### src/rtl/pixel_stream_pkg.sv
// Shared constants and types for the pixel stream receiver slice.
package pixel_stream_pkg;

  // tready policies selectable through READY_MODE
  localparam int READY_ALWAYS      = 1;
  localparam int READY_PRBS        = 2;
  localparam int READY_AFTER_VALID = 3;

  localparam int PIX_W   = 24;
  localparam int COORD_W = 11;

  typedef enum logic {
    WAIT_SOF = 1'b0,
    ACTIVE   = 1'b1
  } state_t;

  // Number of asserted bits in an error pulse vector
  function automatic logic [2:0] countPulses(input logic [4:0] v);
    logic [2:0] n;
    n = '0;
    for (int i = 0; i < 5; i++) begin
      n = n + {2'b00, v[i]};
    end
    return n;
  endfunction

endpackage

### src/rtl/pixel_stream_receiver_ready.sv
// Ready source for the receiver: fixed, PRBS-driven or handshake-paced.
module stream_ready_gen
  import pixel_stream_pkg::*;
#(
  parameter int          READY_MODE = READY_ALWAYS,
  parameter logic [32:0] RND_SEED   = 33'd1246505138
) (
  input  logic clk,
  input  logic rst,
  input  logic i_tvalid,
  input  logic i_tready,
  output logic o_readySrc
);

  logic [32:0] r_prbs;
  logic        w_readyNext;

  // PRBS advances every cycle regardless of mode so the sequence stays predictable
  always_ff @(posedge clk) begin
    if (rst) begin
      r_prbs <= RND_SEED;
    end else begin
      r_prbs <= {r_prbs[31:0], r_prbs[32] ^ ~r_prbs[19]};
    end
  end

  // Next ready value for the selected policy
  always_comb begin
    w_readyNext = 1'b1;
    case (READY_MODE)
      READY_PRBS:        w_readyNext = r_prbs[32];
      READY_AFTER_VALID: w_readyNext = (i_tvalid & i_tready) ? 1'b0 : i_tvalid;
      default:           w_readyNext = 1'b1;
    endcase
  end

  // Ready source is registered so tready never depends combinationally on tvalid
  always_ff @(posedge clk) begin
    if (rst) begin
      o_readySrc <= 1'b0;
    end else begin
      o_readySrc <= w_readyNext;
    end
  end

endmodule

### src/rtl/pixel_stream_receiver.sv
// AXI-Stream video sink: framing checks, resync and 3-word to 4-pixel unpacking.
module pixel_stream_receiver
  import pixel_stream_pkg::*;
#(
  parameter int          X_SIZE     = 768,
  parameter int          Y_SIZE     = 768,
  parameter int          READY_MODE = 1,
  parameter logic [32:0] RND_SEED   = 33'd1246505138,
  parameter int          TIMEOUT    = 10000
) (
  input  logic               clk,
  input  logic               rst,
  input  logic [31:0]        in_stream_tdata,
  input  logic [3:0]         in_stream_tkeep,
  input  logic               in_stream_tuser,
  input  logic               in_stream_tlast,
  input  logic               in_stream_tvalid,
  output logic               in_stream_tready,
  output logic               pix_valid,
  output logic [PIX_W-1:0]   pix_data,
  output logic [COORD_W-1:0] pix_x,
  output logic [COORD_W-1:0] pix_y,
  output logic               pix_sof,
  output logic               pix_eol,
  output logic [31:0]        frame_count,
  output logic               err_sof_missing,
  output logic               err_sof_unexpected,
  output logic               err_eol_missing,
  output logic               err_eol_unexpected,
  output logic               err_timeout,
  output logic [15:0]        err_count
);

  localparam int                 TO_W   = $clog2(TIMEOUT + 1);
  localparam logic [COORD_W-1:0] X_LAST = COORD_W'(X_SIZE - 1);
  localparam logic [COORD_W-1:0] Y_LAST = COORD_W'(Y_SIZE - 1);
  localparam logic [TO_W-1:0]    TO_LAST = TO_W'(TIMEOUT - 1);

  state_t               r_state, w_stateNext;
  logic [COORD_W-1:0]   r_x, r_y, w_xNext, w_yNext, w_wordX, w_wordY, w_pixCol;
  logic [1:0]           r_phase, w_phaseNext, w_wordPhase;
  logic [15:0]          r_held;
  logic                 r_pending, r_pendEol;
  logic [PIX_W-1:0]     r_pendData;
  logic [COORD_W-1:0]   r_pendX, r_pendY, r_pixNext;
  logic [TO_W-1:0]      r_toCnt;
  logic                 w_readySrc, w_accept, w_take, w_lineEnd, w_frameInc;
  logic                 w_errSofMissing, w_errSofUnexp, w_errEolMissing, w_errEolUnexp, w_errTimeout;
  logic [2:0]           w_errSum;
  logic [16:0]          w_errCountSum;
  logic                 w_unusedKeep;

  assign w_unusedKeep     = ^in_stream_tkeep;
  assign in_stream_tready = w_readySrc & ~r_pending;
  assign w_accept         = in_stream_tvalid & in_stream_tready;

  stream_ready_gen #(
    .READY_MODE(READY_MODE),
    .RND_SEED  (RND_SEED)
  ) u_ready (
    .clk       (clk),
    .rst       (rst),
    .i_tvalid  (in_stream_tvalid),
    .i_tready  (in_stream_tready),
    .o_readySrc(w_readySrc)
  );

  // Framing decisions for the accepted word: resync first, then the end-of-line rule
  always_comb begin
    w_stateNext     = r_state;
    w_xNext         = r_x;
    w_yNext         = r_y;
    w_phaseNext     = r_phase;
    w_wordX         = r_x;
    w_wordY         = r_y;
    w_wordPhase     = r_phase;
    w_take          = 1'b0;
    w_lineEnd       = 1'b0;
    w_frameInc      = 1'b0;
    w_errSofMissing = 1'b0;
    w_errSofUnexp   = 1'b0;
    w_errEolMissing = 1'b0;
    w_errEolUnexp   = 1'b0;
    if (w_accept) begin
      if (r_state == WAIT_SOF) begin
        if (in_stream_tuser) begin
          w_take      = 1'b1;
          w_frameInc  = 1'b1;
          w_wordX     = '0;
          w_wordY     = '0;
          w_wordPhase = 2'd0;
        end else begin
          w_errSofMissing = 1'b1;
        end
      end else begin
        w_take = 1'b1;
        if (in_stream_tuser) begin
          w_frameInc    = 1'b1;
          w_errSofUnexp = (r_x != '0) || (r_y != '0);
          w_wordX       = '0;
          w_wordY       = '0;
          w_wordPhase   = 2'd0;
        end
      end
      if (w_take) begin
        if (w_wordX == X_LAST) begin
          w_lineEnd       = 1'b1;
          w_errEolMissing = ~in_stream_tlast;
        end else if (in_stream_tlast) begin
          w_lineEnd     = 1'b1;
          w_errEolUnexp = 1'b1;
        end
        w_stateNext = ACTIVE;
        if (w_lineEnd) begin
          w_xNext     = '0;
          w_phaseNext = 2'd0;
          if (w_wordY == Y_LAST) begin
            w_yNext     = '0;
            w_stateNext = WAIT_SOF;
          end else begin
            w_yNext = w_wordY + COORD_W'(1);
          end
        end else begin
          w_xNext     = w_wordX + COORD_W'(1);
          w_yNext     = w_wordY;
          w_phaseNext = (w_wordPhase == 2'd2) ? 2'd0 : w_wordPhase + 2'd1;
        end
      end
    end
    w_pixCol = (w_wordX == '0) ? '0 : r_pixNext;
  end

  assign w_errTimeout = (r_state == ACTIVE) && !in_stream_tvalid && (r_toCnt == TO_LAST);
  assign w_errSum     = countPulses({w_errTimeout, w_errEolUnexp, w_errEolMissing,
                                     w_errSofUnexp, w_errSofMissing});
  assign w_errCountSum = {1'b0, err_count} + {14'd0, w_errSum};

  // Framing state and word position register
  always_ff @(posedge clk) begin
    if (rst) begin
      r_state <= WAIT_SOF;
      r_x     <= '0;
      r_y     <= '0;
      r_phase <= 2'd0;
    end else begin
      r_state <= w_stateNext;
      r_x     <= w_xNext;
      r_y     <= w_yNext;
      r_phase <= w_phaseNext;
    end
  end

  // Unpacker: one pixel per word plus a fourth pixel the cycle after a phase-2 word
  always_ff @(posedge clk) begin
    if (rst) begin
      pix_valid  <= 1'b0;
      pix_data   <= '0;
      pix_x      <= '0;
      pix_y      <= '0;
      pix_sof    <= 1'b0;
      pix_eol    <= 1'b0;
      r_held     <= '0;
      r_pending  <= 1'b0;
      r_pendData <= '0;
      r_pendX    <= '0;
      r_pendY    <= '0;
      r_pendEol  <= 1'b0;
      r_pixNext  <= '0;
    end else begin
      pix_valid <= 1'b0;
      pix_sof   <= 1'b0;
      pix_eol   <= 1'b0;
      if (w_take) begin
        pix_valid <= 1'b1;
        pix_x     <= w_pixCol;
        pix_y     <= w_wordY;
        pix_sof   <= (w_pixCol == '0) && (w_wordY == '0);
        case (w_wordPhase)
          2'd0: begin
            pix_data    <= in_stream_tdata[23:0];
            r_held[7:0] <= in_stream_tdata[31:24];
            pix_eol     <= w_lineEnd;
            r_pixNext   <= w_pixCol + COORD_W'(1);
          end
          2'd1: begin
            pix_data  <= {in_stream_tdata[15:0], r_held[7:0]};
            r_held    <= in_stream_tdata[31:16];
            pix_eol   <= w_lineEnd;
            r_pixNext <= w_pixCol + COORD_W'(1);
          end
          default: begin
            pix_data   <= {in_stream_tdata[7:0], r_held};
            r_pending  <= 1'b1;
            r_pendData <= in_stream_tdata[31:8];
            r_pendX    <= w_pixCol + COORD_W'(1);
            r_pendY    <= w_wordY;
            r_pendEol  <= w_lineEnd;
            r_pixNext  <= w_pixCol + COORD_W'(2);
          end
        endcase
      end else if (r_pending) begin
        pix_valid <= 1'b1;
        pix_data  <= r_pendData;
        pix_x     <= r_pendX;
        pix_y     <= r_pendY;
        pix_eol   <= r_pendEol;
        r_pending <= 1'b0;
      end
    end
  end

  // Idle watchdog: only meaningful while a frame is in progress
  always_ff @(posedge clk) begin
    if (rst || (r_state == WAIT_SOF) || in_stream_tvalid || w_errTimeout) begin
      r_toCnt <= '0;
    end else begin
      r_toCnt <= r_toCnt + TO_W'(1);
    end
  end

  // Frame counter, error pulses and the saturating error total
  always_ff @(posedge clk) begin
    if (rst) begin
      frame_count        <= '0;
      err_sof_missing    <= 1'b0;
      err_sof_unexpected <= 1'b0;
      err_eol_missing    <= 1'b0;
      err_eol_unexpected <= 1'b0;
      err_timeout        <= 1'b0;
      err_count          <= '0;
    end else begin
      frame_count        <= frame_count + {31'd0, w_frameInc};
      err_sof_missing    <= w_errSofMissing;
      err_sof_unexpected <= w_errSofUnexp;
      err_eol_missing    <= w_errEolMissing;
      err_eol_unexpected <= w_errEolUnexp;
      err_timeout        <= w_errTimeout;
      err_count          <= w_errCountSum[16] ? 16'hFFFF : w_errCountSum[15:0];
    end
  end

endmodule

### config.mk
export PLATFORM = sky130hd
export DESIGN_NAME = pixel_stream_receiver
export DESIGN_NICKNAME = d
export VERILOG_FILES = /design/src/rtl/pixel_stream_pkg.sv /design/src/rtl/pixel_stream_receiver_ready.sv /design/src/rtl/pixel_stream_receiver.sv
export SDC_FILE = /design/constraint.sdc
export NUM_CORES = 1
export LEC_CHECK = 0
export ABC_AREA = 1
export ABC_CLOCK_PERIOD_IN_PS = 9600
export CAP_MARGIN = 15
export CORE_MARGIN = 2
export CORE_UTILIZATION = 45
export DETAILED_ROUTE_END_ITERATION = 7
export GPL_TIMING_DRIVEN = 0
export PLACE_DENSITY = 0.72
export SYNTH_ARGS = -nofsm -noshare
export SYNTH_HDL_FRONTEND = slang
export SYNTH_SLANG_ARGS = --single-unit
export TNS_END_PERCENT = 5
### constraint.sdc
create_clock -name clk -period 9.6 [get_ports clk]
set_clock_uncertainty 0.1 [all_clocks]
set_input_delay 1.92 -clock clk [delete_from_list [all_inputs] [get_ports clk]]
set_output_delay 1.92 -clock clk [all_outputs]
set_load 0.01 [all_outputs]
==> impl_metrics.csv <==
group,metric,value,unit
timing,final.setup.worst_slack,3.38,ns
setup_path,regToRegSetupSlack,4.78,ns
setup_path,cp.required,9.97,ns
setup_path,cpMostUsedCell,"inv_1",
run_status,status,"finished, final reports clean",
placement,gp_congestion,0.956,
timing,finalHoldViolCount,0,
placement,dp_cells,1917,
final_layout,area_growth,25.6,%
clocking,cts_root_buf,"clkbuf_16",
clocking,ctsLongestPathBuffers,3,
synth,synthCells,1461,
final_layout,diodes,0,
timing,rsz0062_at_grt,"no",
routing,first_iter_violations,889,
clocking,clock-sinks,217,
pwr,powerDensity,160,mW/mm2
floorplan,io_pins,144,
synth,yosysWarnings,0,
clocking,cts_tree,"yes",
setup_path,crit_arrival,6.59,ns
pwr,seq_power_share,0.432,
global_route,grt_pass1_vias,9938,
routing,drt-wirelength-per-cell,17.1,um
setup_path,end_kind,"register",
final_layout,instances_no_fill,1963,
timing,tightest_slew,1.12,ns
pwr,ir_worst_vdd,0.000113,V
placement,place_ws,2.86,ns
final_layout,post-route-util,0.570,
routing,ant_nets,0,
routing,vias,10600,
min_path,holdPathStages,1,
min_path,worstHoldPathType,"register to register",
routing,firstDrtPassIters,6,
pwr,report.power.total,2.12,mW
global_route,grt_pass1_wl,52100,um
setup_path,timing.rr.end,"err_count[11]$_SDFF_PP0_",
synth,synth_cell_types,49,
synth,yosysTopAreaCellShare,0.411,
synth,ys_ff,217,
synth,synth-edff-count,0,
synth,syn_nets,1517,
setup_path,crit_chain,"clkdlybuf4s50_1 -> nand2_2 -> nor2_4 -> inv_2 -> buf_2 -> buf_2 -> nor3_1 -> fa_1 -> inv_1 -> fa_1 -> inv_1 -> ha_1 -> fa_1 -> a21oi_1 -> nor2_1 -> nand3_1 -> nor2_1 -> nand4_2 -> inv_1 -> a21oi_1 -> o21ai_0 -> nand2_1 -> inv_1",
timing,setup_viol,0,
setup_path,ff2ff_path_depth,24,
floorplan,chipArea,0.0247,mm2
floorplan,initial_core_util,0.454,
global_route,grt_overflow_total,0,
synth,largest_area_cell,"dfxtp_1",
pwr,power_frac_clock,0.504,
synth,synthesis.area,0.0106,mm2
synth,ys_cells,1461,
synth,async_flop_share,0,
timing,period_used_share,0.648,
placement,portBuffers,137,
synth,top_cells_by_area,"dfxtp_1 (41%), nand2_1 (9.6%), a21oi_1 (6.9%)",
global_route,antenna_found_initial,0,
timing,final.setup.tns,0,ns
pwr,pwr-share-comb,0.064,
setup_path,start_kind,"primary input",
setup_path,max_stage_delay,0.60,ns
routing,totalWireLength,33600,um
global_route,grt_util_all_layers,0.267,
synth,seq_area_frac_synth,0.411,
setup_path,crit_fanout,10,
pwr,leakage,5.07,nW
pwr,power.internal,1.63,mW
timing,clock.fmax,161,MHz
timing,drv_slew,0,
clocking,clk_latency,0.54,ns
global_route,grt_max_degree,14,
clocking,cts-resized-gates,0,
run,warnings,31,
floorplan,core,0.0233,mm2
synth,ys.flop_type,"dfxtp_1",
timing,period_needed,6.22,ns
floorplan,die_w,157,um
clocking,clk_pin_slew,0.06,ns
final_layout,final_nets,1681,
placement,place_hpwl,24600,um
floorplan,fp.dieH,157,um
setup_path,path_class,"primary input to register",
setup_path,cp_slowest_cell,"clkdlybuf4s50_1",
setup_path,timing.rr.start,"r_pending$_SDFFE_PP0P_",
routing,routed_via_density,5.42,
pwr,switching_share,0.234,
clocking,h-tree-depth,1,
min_path,min_to,"r_toCnt[0]$_SDFF_PP0_",
routing,drc,0,
synth,synthTopCellsByCount,"nand2_1 (271), dfxtp_1 (217), nor2_1 (158)",
final_layout,drive_gt1_frac,0.0918,
clocking,post_cts_buffers,0,
clocking,numCtsBuffers,25,
clocking,ctsHoldBuffers,0,
pwr,p_switching,497,uW
synth,yosys_area,0.0106,mm2
floorplan,fp-row-count,56,
synth,top_cell,"nand2_1",
synth,syn_avg_cell_area,7.23,um2
timing,relSlewSlack,0.251,
min_path,min_from,"r_toCnt[0]$_SDFF_PP0_",
run,drv_cap,0,
-- placed cells by master (no fill, tap or decap), types with 7 or more instances in the layout --
master	instances
buf_2	18
o21ai_1	17
o22ai_1	13
nor2_1	158
nor4_1	8
nand4_1	22
o21ai_0	126
clkdlybuf4s50_1	137
nor3_1	28
xor2_1	20
a211oi_2	7
buf_6	8
inv_2	9
clkbuf_16	25
clkbuf_1	35
buf_4	8
dfxtp_1	217
a31oi_1	16
a21oi_1	145
xnor2_1	7
nand3_1	68
o211ai_1	10
nor2_2	13
nand2_2	10
o21a_1	8
nor2_4	8
nand2_1	271
inv_1	155
ha_1	12
-- power groups by stage --
stage          sequential [mW]  combinational (mW)  clock, mW
2_1_floorplan            0.936              0.0665          0
3_3_place_gp             0.936               0.133          0
3_5_place_dp             0.936               0.134          0
4_1_cts                  0.916               0.134       1.07
5_1_grt                  0.916               0.145       1.11
6_report                 0.916               0.137       1.07
-- state kept, by name, indices dropped and copies added (netlist names), 2 cells and up --
signal and count:
err_count 16, frame_count 32, pix_data 24, pix_x 11, pix_y 11, r_held 16
r_pendData 24, r_pendX 11, r_pendY 11, r_phase 2, r_pixNext 11, r_toCnt 14
r_x 11, r_y 11
-- per-layer routing --
| layer | global-route usage | up-vias | wire length, um |
|---|---|---|---|
| li1 | - | 5156 | - |
| met1 | 0.353 | 4945 | 14300 |
| met2 | 0.439 | 446 | 15500 |
| met3 | 0.0355 | 93 | 2440 |
| met4 | 0.117 | 0 | 1390 |
| met5 | 0 | - | 0 |
-- per-stage QoR --
step           hold slack, ns  area [um2]
2_1_floorplan           0.318       10600
3_3_place_gp            0.332       12300
3_5_place_dp            0.353       12300
4_1_cts                 0.362       13300
5_1_grt                 0.375       13300
6_report                0.358       13300
-- worst max-delay path, delay by kind of cell --
kind | cells | cell delay [ns]
adder cells (fa/ha/maj) | 4 | 1.31
AND/OR/NAND/NOR | 8 | 1.38
AND-OR/OR-AND | 3 | 0.24
buffers and inverters | 8 | 1.72
-- final cells by class --
type / count / area, um2
Timing Repair Buffer: 137 / 1370
Sequential cell: 217 / 4340
Inverter: 166 / 628
Fill cell: 2269 / 10000
Clock inverter: 16 / 245
Buffer: 70 / 375
Tap cell: 319 / 399
Multi-Input combinational cell: 1008 / 5210
Clock buffer: 30 / 684
-- cell families (layout without fill, tap and decap cells) --
logic type      count (synthesis)  in the layout  share of synthesized area
fa+ha+maj                      15             15                     0.0199
simple gates                  618            618                      0.271
xor+xnor                       27             27                     0.0224
compound gates                348            348                      0.180
buf+inv                       236            419                     0.0950
flops                         217            217                      0.411
-- worst max-delay path by stage --
stage	startpoint	endpoint	slack, ns	cells past startpoint
after global routing	in_stream_tvalid	err_count[11]$_SDFF_PP0_	2.94	23
after floorplan	in_stream_tuser	err_count[12]$_SDFF_PP0_	3.81	25
after CTS	in_stream_tvalid	err_count[11]$_SDFF_PP0_	3.38	23
after detailed placement	in_stream_tvalid	err_count[11]$_SDFF_PP0_	2.86	23
final	in_stream_tvalid	err_count[11]$_SDFF_PP0_	3.38	23
after global placement	in_stream_tvalid	err_count[11]$_SDFF_PP0_	2.94	23
Figure 1. Clock wires, drivers and flops.
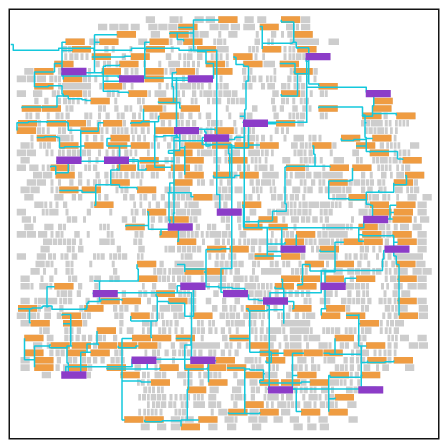
Cyan marks clock wires, length 2,820 um. Purple marks clock-net drivers, count 25. Orange marks flip-flops, count 217.
There are 26 routed clock nets.

Figure 2. Signal wires on met1.
Supply wires on this layer in grey.
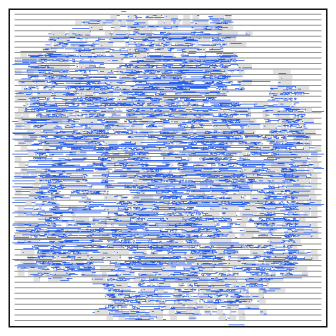
The longest straight run is 63.5 um. The layer carries 14,300 um of wire. 1,568 nets have wire on it. The layer holds 43% of the routed length.

Figure 3. Sizing map.
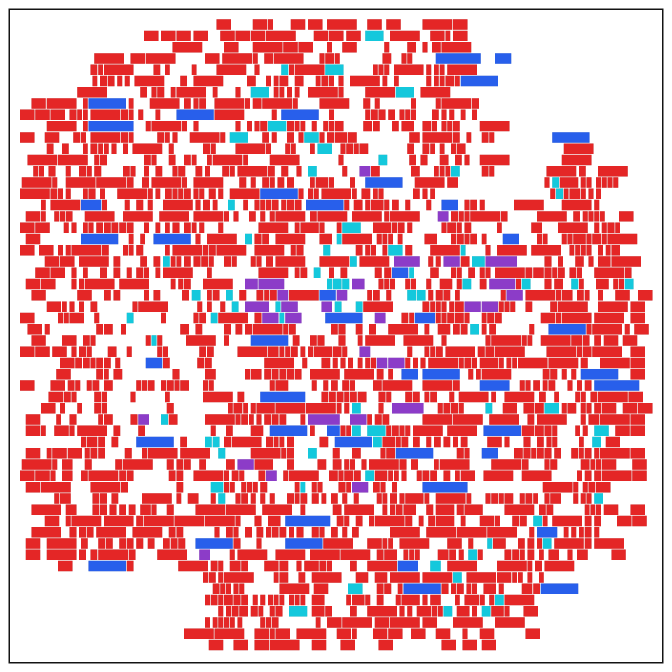
Cyan marks x2, cells 75, share 4.6%, most used buf_2. Purple marks x3 and x4, cells 31, share 1.9%. Red marks x1 and smaller, cells 1,493, share 91%, most used nand2_1. Blue marks x6 and larger, cells 45, share 2.7%, most used clkbuf_16.

Figure 4. Cell classes on the final placement.
The bar under the picture is 50 um long.
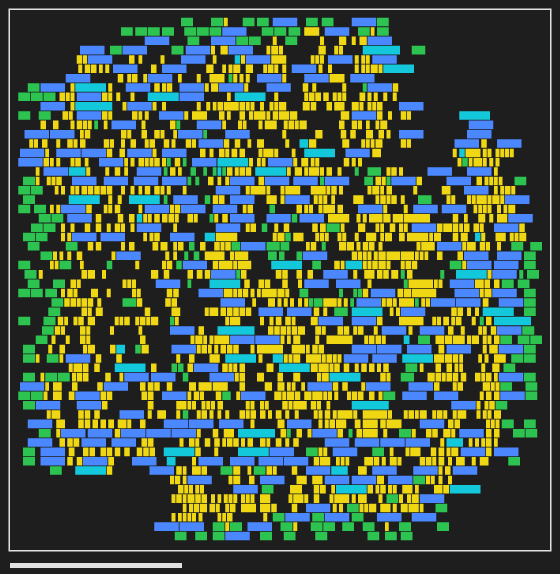
Green marks remaining buffers and delay cells, cells 207, share of their area 14%. Blue marks registers, cells 217, share of their area 34%. Yellow marks remaining logic cells, cells 1,174, share of their area 45%. Cyan marks clock drivers and dummy loads, cells 46, share of their area 7.2%.

Power is estimated from default activity; no workload was simulated.
